==> src/rtl/mips_multicycle_control.sv <==
// Multicycle MIPS main control FSM with memory wait states, a memory timeout
// and illegal-opcode detection.
// Optional feature macro: MIPS_CTRL_BNE_EN adds the bne path (BNEEX state, branch_ne).
module mips_multicycle_control #(
    parameter int unsigned MEM_TIMEOUT = 15
) (
    input  logic       clk,
    input  logic       reset,
    input  logic [5:0] op,
    input  logic       mem_ready,
    output logic       mem_req,
    output logic       iord,
    output logic       memwrite,
    output logic       irwrite,
    output logic       pcwrite,
    output logic       branch,
    output logic       branch_ne,
    output logic       regdst,
    output logic       memtoreg,
    output logic       regwrite,
    output logic       alusrca,
    output logic [1:0] alusrcb,
    output logic [1:0] aluop,
    output logic [1:0] pcsrc,
    output logic       illegal_op,
    output logic       mem_err,
    output logic [3:0] state
);

    localparam int unsigned CW = (MEM_TIMEOUT < 1) ? 1 : $clog2(MEM_TIMEOUT + 1);
    localparam logic [CW-1:0] TMO_LAST = (MEM_TIMEOUT == 0) ? '0 : CW'(MEM_TIMEOUT - 1);

    localparam logic [5:0] OP_RTYPE = 6'b000000;
    localparam logic [5:0] OP_J     = 6'b000010;
    localparam logic [5:0] OP_BEQ   = 6'b000100;
    localparam logic [5:0] OP_BNE   = 6'b000101;
    localparam logic [5:0] OP_ADDI  = 6'b001000;
    localparam logic [5:0] OP_LW    = 6'b100011;
    localparam logic [5:0] OP_SW    = 6'b101011;

    typedef enum logic [3:0] {
        S_FETCH   = 4'd0,
        S_DECODE  = 4'd1,
        S_MEMADR  = 4'd2,
        S_MEMRD   = 4'd3,
        S_MEMWB   = 4'd4,
        S_MEMWR   = 4'd5,
        S_RTYPEEX = 4'd6,
        S_RTYPEWB = 4'd7,
        S_BEQEX   = 4'd8,
        S_ADDIEX  = 4'd9,
        S_ADDIWB  = 4'd10,
        S_JEX     = 4'd11,
        S_BNEEX   = 4'd12
    } state_t;

    state_t          state_r, state_n;
    logic [CW-1:0]   cnt_r, cnt_n;
    logic            mem_wait;
    logic            tmo;

    assign state = state_r;

    // State register and memory wait counter
    always_ff @(posedge clk or posedge reset) begin
        if (reset) begin
            state_r <= S_FETCH;
            cnt_r   <= '0;
        end else begin
            state_r <= state_n;
            cnt_r   <= cnt_n;
        end
    end

    // Next-state, timeout and output decode
    always_comb begin
        state_n    = state_r;
        cnt_n      = '0;
        mem_wait   = 1'b0;
        tmo        = 1'b0;
        mem_req    = 1'b0;
        iord       = 1'b0;
        memwrite   = 1'b0;
        irwrite    = 1'b0;
        pcwrite    = 1'b0;
        branch     = 1'b0;
        branch_ne  = 1'b0;
        regdst     = 1'b0;
        memtoreg   = 1'b0;
        regwrite   = 1'b0;
        alusrca    = 1'b0;
        alusrcb    = 2'b00;
        aluop      = 2'b00;
        pcsrc      = 2'b00;
        illegal_op = 1'b0;
        mem_err    = 1'b0;

        case (state_r)
            S_FETCH: begin
                mem_req  = 1'b1;
                alusrcb  = 2'b01;
                irwrite  = mem_ready;
                pcwrite  = mem_ready;
                mem_wait = 1'b1;
                if (mem_ready) state_n = S_DECODE;
            end
            S_DECODE: begin
                alusrcb = 2'b11;
                case (op)
                    OP_LW, OP_SW: state_n = S_MEMADR;
                    OP_RTYPE:     state_n = S_RTYPEEX;
                    OP_BEQ:       state_n = S_BEQEX;
                    OP_ADDI:      state_n = S_ADDIEX;
                    OP_J:         state_n = S_JEX;
`ifdef MIPS_CTRL_BNE_EN
                    OP_BNE:       state_n = S_BNEEX;
`endif
                    default: begin
                        illegal_op = 1'b1;
                        state_n    = S_FETCH;
                    end
                endcase
            end
            S_MEMADR: begin
                alusrca = 1'b1;
                alusrcb = 2'b10;
                state_n = (op == OP_LW) ? S_MEMRD : S_MEMWR;
            end
            S_MEMRD: begin
                mem_req  = 1'b1;
                iord     = 1'b1;
                mem_wait = 1'b1;
                if (mem_ready) state_n = S_MEMWB;
            end
            S_MEMWB: begin
                regwrite = 1'b1;
                memtoreg = 1'b1;
                state_n  = S_FETCH;
            end
            S_MEMWR: begin
                mem_req  = 1'b1;
                iord     = 1'b1;
                memwrite = 1'b1;
                mem_wait = 1'b1;
                if (mem_ready) state_n = S_FETCH;
            end
            S_RTYPEEX: begin
                alusrca = 1'b1;
                aluop   = 2'b10;
                state_n = S_RTYPEWB;
            end
            S_RTYPEWB: begin
                regwrite = 1'b1;
                regdst   = 1'b1;
                state_n  = S_FETCH;
            end
            S_BEQEX: begin
                alusrca = 1'b1;
                aluop   = 2'b01;
                pcsrc   = 2'b01;
                branch  = 1'b1;
                state_n = S_FETCH;
            end
            S_ADDIEX: begin
                alusrca = 1'b1;
                alusrcb = 2'b10;
                state_n = S_ADDIWB;
            end
            S_ADDIWB: begin
                regwrite = 1'b1;
                state_n  = S_FETCH;
            end
            S_JEX: begin
                pcsrc   = 2'b10;
                pcwrite = 1'b1;
                state_n = S_FETCH;
            end
`ifdef MIPS_CTRL_BNE_EN
            S_BNEEX: begin
                alusrca   = 1'b1;
                aluop     = 2'b01;
                pcsrc     = 2'b01;
                branch_ne = 1'b1;
                state_n   = S_FETCH;
            end
`endif
            default: state_n = S_FETCH;
        endcase

        // A stalled access aborts on the last allowed wait cycle; mem_ready wins.
        if (MEM_TIMEOUT != 0 && mem_wait && !mem_ready) begin
            if (cnt_r == TMO_LAST) begin
                tmo = 1'b1;
            end else begin
                cnt_n = cnt_r + CW'(1);
            end
        end

        if (tmo) begin
            mem_err  = 1'b1;
            mem_req  = 1'b0;
            memwrite = 1'b0;
            irwrite  = 1'b0;
            pcwrite  = 1'b0;
            state_n  = S_FETCH;
        end

        // Hold strobes low while reset is asserted; selects keep FETCH decode.
        if (reset) begin
            mem_req    = 1'b0;
            iord       = 1'b0;
            memwrite   = 1'b0;
            irwrite    = 1'b0;
            pcwrite    = 1'b0;
            branch     = 1'b0;
            branch_ne  = 1'b0;
            regdst     = 1'b0;
            memtoreg   = 1'b0;
            regwrite   = 1'b0;
            alusrca    = 1'b0;
            pcsrc      = 2'b00;
            illegal_op = 1'b0;
            mem_err    = 1'b0;
            cnt_n      = '0;
        end
    end

endmodule

==> config.mk <==
export PLATFORM = sky130hd
export DESIGN_NAME = mips_multicycle_control
export DESIGN_NICKNAME = d
export VERILOG_FILES = /design/src/rtl/mips_multicycle_control.sv
export SDC_FILE = /design/constraint.sdc
export NUM_CORES = 1
export LEC_CHECK = 0
export CAP_MARGIN = 15
export CELL_PAD_IN_SITES_DETAIL_PLACEMENT = 0
export CELL_PAD_IN_SITES_GLOBAL_PLACEMENT = 1
export CORE_UTILIZATION = 26
export CTS_CLUSTER_SIZE = 8
export DETAILED_ROUTE_END_ITERATION = 8
export PLACE_DENSITY = 0.8
export SYNTH_ARGS = -nofsm -noshare
export SYNTH_HDL_FRONTEND = slang
export SYNTH_SLANG_ARGS = --single-unit
==> constraint.sdc <==
create_clock -name clk -period 1.65 [get_ports clk]
set_input_delay 0.2475 -clock clk [delete_from_list [all_inputs] [get_ports clk]]
set_output_delay 0.2475 -clock clk [all_outputs]
set_load 0.05 [all_outputs]
==> images/logic_types.png <==
(6 px per µm)
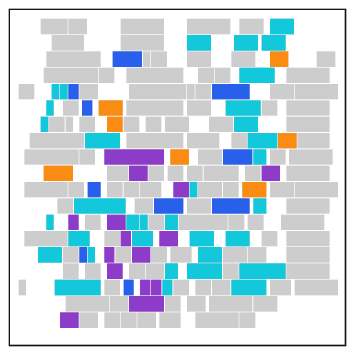
- AND and OR gates: orange (cells 7)
- inverting AOI/OAI gates: purple (cells 15)
- NOR gates: cyan (cells 34; where spread over the die)
- NAND gates: blue (cells 10)

==> images/clk_routes.png <==
(8 px per µm)
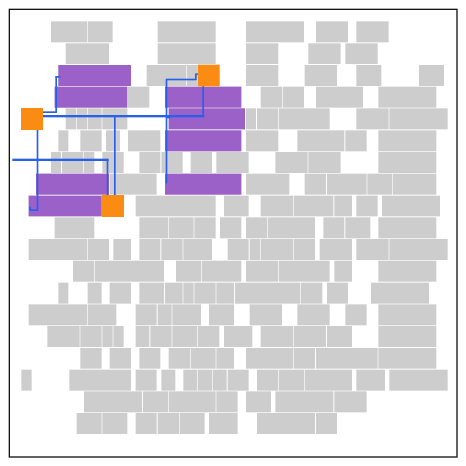
- clock wires: blue (length 94.9 µm)
- clock drivers: orange (count 3)
- flip-flops: purple (count 8)
- routed clock nets: 4

==> ds_physical_params.txt <==
Summary of implementation characteristics

Parameter                              Value

STA
  Worst clock skew on the final layout    0.00732 ns
  Worst setup margin    -0.353 ns
  Final Hold Violation Tally    0
  Setup repair after global routing missed its margin    yes
  Tightest hold margin    0.457 ns
  Achievable frequency    0.499 GHz
  # setup viols final    19

Clocking
  Number of levels in the clock H-tree    1
  Hold buffer count at cts    0
  Clock buffer depth    2
  Buffer type at the clock tree root    sky130_fd_sc_hd__clkbuf_4
  TritonCTS Buffers    3
  Reg clk slew, reported paths    0.05 ns
  CTS tree    built

Worst setup path
  Worst Setup SP    state[1]$_DFFE_PP0P_
  Category of the worst setup path launch point    flop
  Largest fanout on the critical path    4
  Standard cell with the maximum stage delay on the critical path    sky130_fd_sc_hd__dfrtp_2
  R2R Path Start    state[0]$_DFFE_PP0P_
  Endpoint class of the critical path    output port

Status
  Result of the run    finished, violations left
  Violations in the final reports    setup timing

Floorplanning
  Initial Util    0.273
  Die span in y    55.8 µm
  Width of the chip    55.8 µm
  Placeable core region    0.00276 mm²

Power
  Pwr per Cell Area    1350 mW/mm²
  Final Power    2.78 mW
  Leakage    0.857 nW

Global route
  Vias in the first global route    1,075
  Global routing met3 resource utilization    0.0326
  Met1 track demand over resource    0.200
  Wire length of the first global-routing pass    4730 µm
  Maximum number of pins on one net before global-route repair    11
  Peak-usage layer in the global routing report    met2
  GRT Residual Overflow    0
  Met2 GRT Util    0.382
  Antenna violations before repair    0

Finish
  Post-route core utilization    0.745
  Comb area    807 µm²
  Multi-input logic portion of the cell area    0.393
  Multi-input comb cells    80
  Area occupied by registers    205 µm²
  Largest cell class    buffers
  Cell area after layout    0.00206 mm²
  Most frequent logic cell in the layout    sky130_fd_sc_hd__buf_4
  Non-clock buffer contribution to total cell area    0.468
  Syn-to-layout area delta    173%
  Number of antenna diodes    0
  Tally of non-filler cells in the final layout    209
  Final sequential cell count    8
  Clk tree area frac    0.0128
  Most used cells in the layout excluding fill and tap cells    sky130_fd_sc_hd__buf_4 (39), sky130_fd_sc_hd__buf_12 (21), sky130_fd_sc_hd__buf_6 (13)

Routing
  Met3 WL    188 µm
  WL met2    1790 µm
  Final wirelength    3240 µm
  Highest signal layer in the routed design    met4
  Via count    1,117
  DRC viols    0
  Drt pass-1 iters    4

Placement
  Final Wtd Congestion    0.856
  Detailed-placement wirelength estimate    2310 µm
  Pre-CTS WS    -0.336 ns

Synth
  Dominant comb cell    simple AND/OR/NAND/NOR gates
  Post-synth top area share    0.266
  Yosys reg bits    8
  Area share of fa/ha/maj cells after synthesis    0.0333
  Share of the yosys chip area belonging to registers    0.266
  Post-synth area from yosys stat    752 µm²
  Top cell types by occurrence after synthesis    sky130_fd_sc_hd__nor2_1 (18), sky130_fd_sc_hd__dfrtp_1 (8), sky130_fd_sc_hd__nor3_1 (8)
  Dominant cells by area after synthesis    sky130_fd_sc_hd__dfrtp_1 (27%), sky130_fd_sc_hd__nor2_1 (9.0%), sky130_fd_sc_hd__nor3_1 (5.3%)
  Mux area share    0.0183
  Number of nets at floorplan    108
  Synthesized instance count    97
  Leading register cell type out of synthesis    sky130_fd_sc_hd__dfrtp_1
  Synth Area in XOR/XNOR    0.0582

Worst hold path
  Type of the tightest min-delay check    in2async

Run
  Maxcap violations    0
flip-flops by register name, summed over array words and instances, names as in the netlist:
signal	count
cnt_r	4
state	4
worst max-delay path, delay by kind of cell (launching register included):
| kind | cells | cell delay, ns |
|---|---|---|
| flops | 1 | 0.41 |
| buf+inv | 1 | 0.19 |
| compound gates | 1 | 0.38 |
| mux | 1 | 0.20 |
| simple gates | 2 | 0.33 |
report_power, final:
part / leakage [nW] / internal (mW) / switching [mW]
logic: 0.739 / 1.18 / 1.15
clock network: 0.0150 / 0.0922 / 0.0631
registers: 0.103 / 0.238 / 0.0549
total: 0.857 / 1.51 / 1.27
repair_timing:
item,CTS,global route
endpoints found under the setup margin,23,22
pin swaps,6,8
gates resized,35,24
buffers inserted,3,8
Power figures rest on the tool's default switching activity, not on a simulated workload.
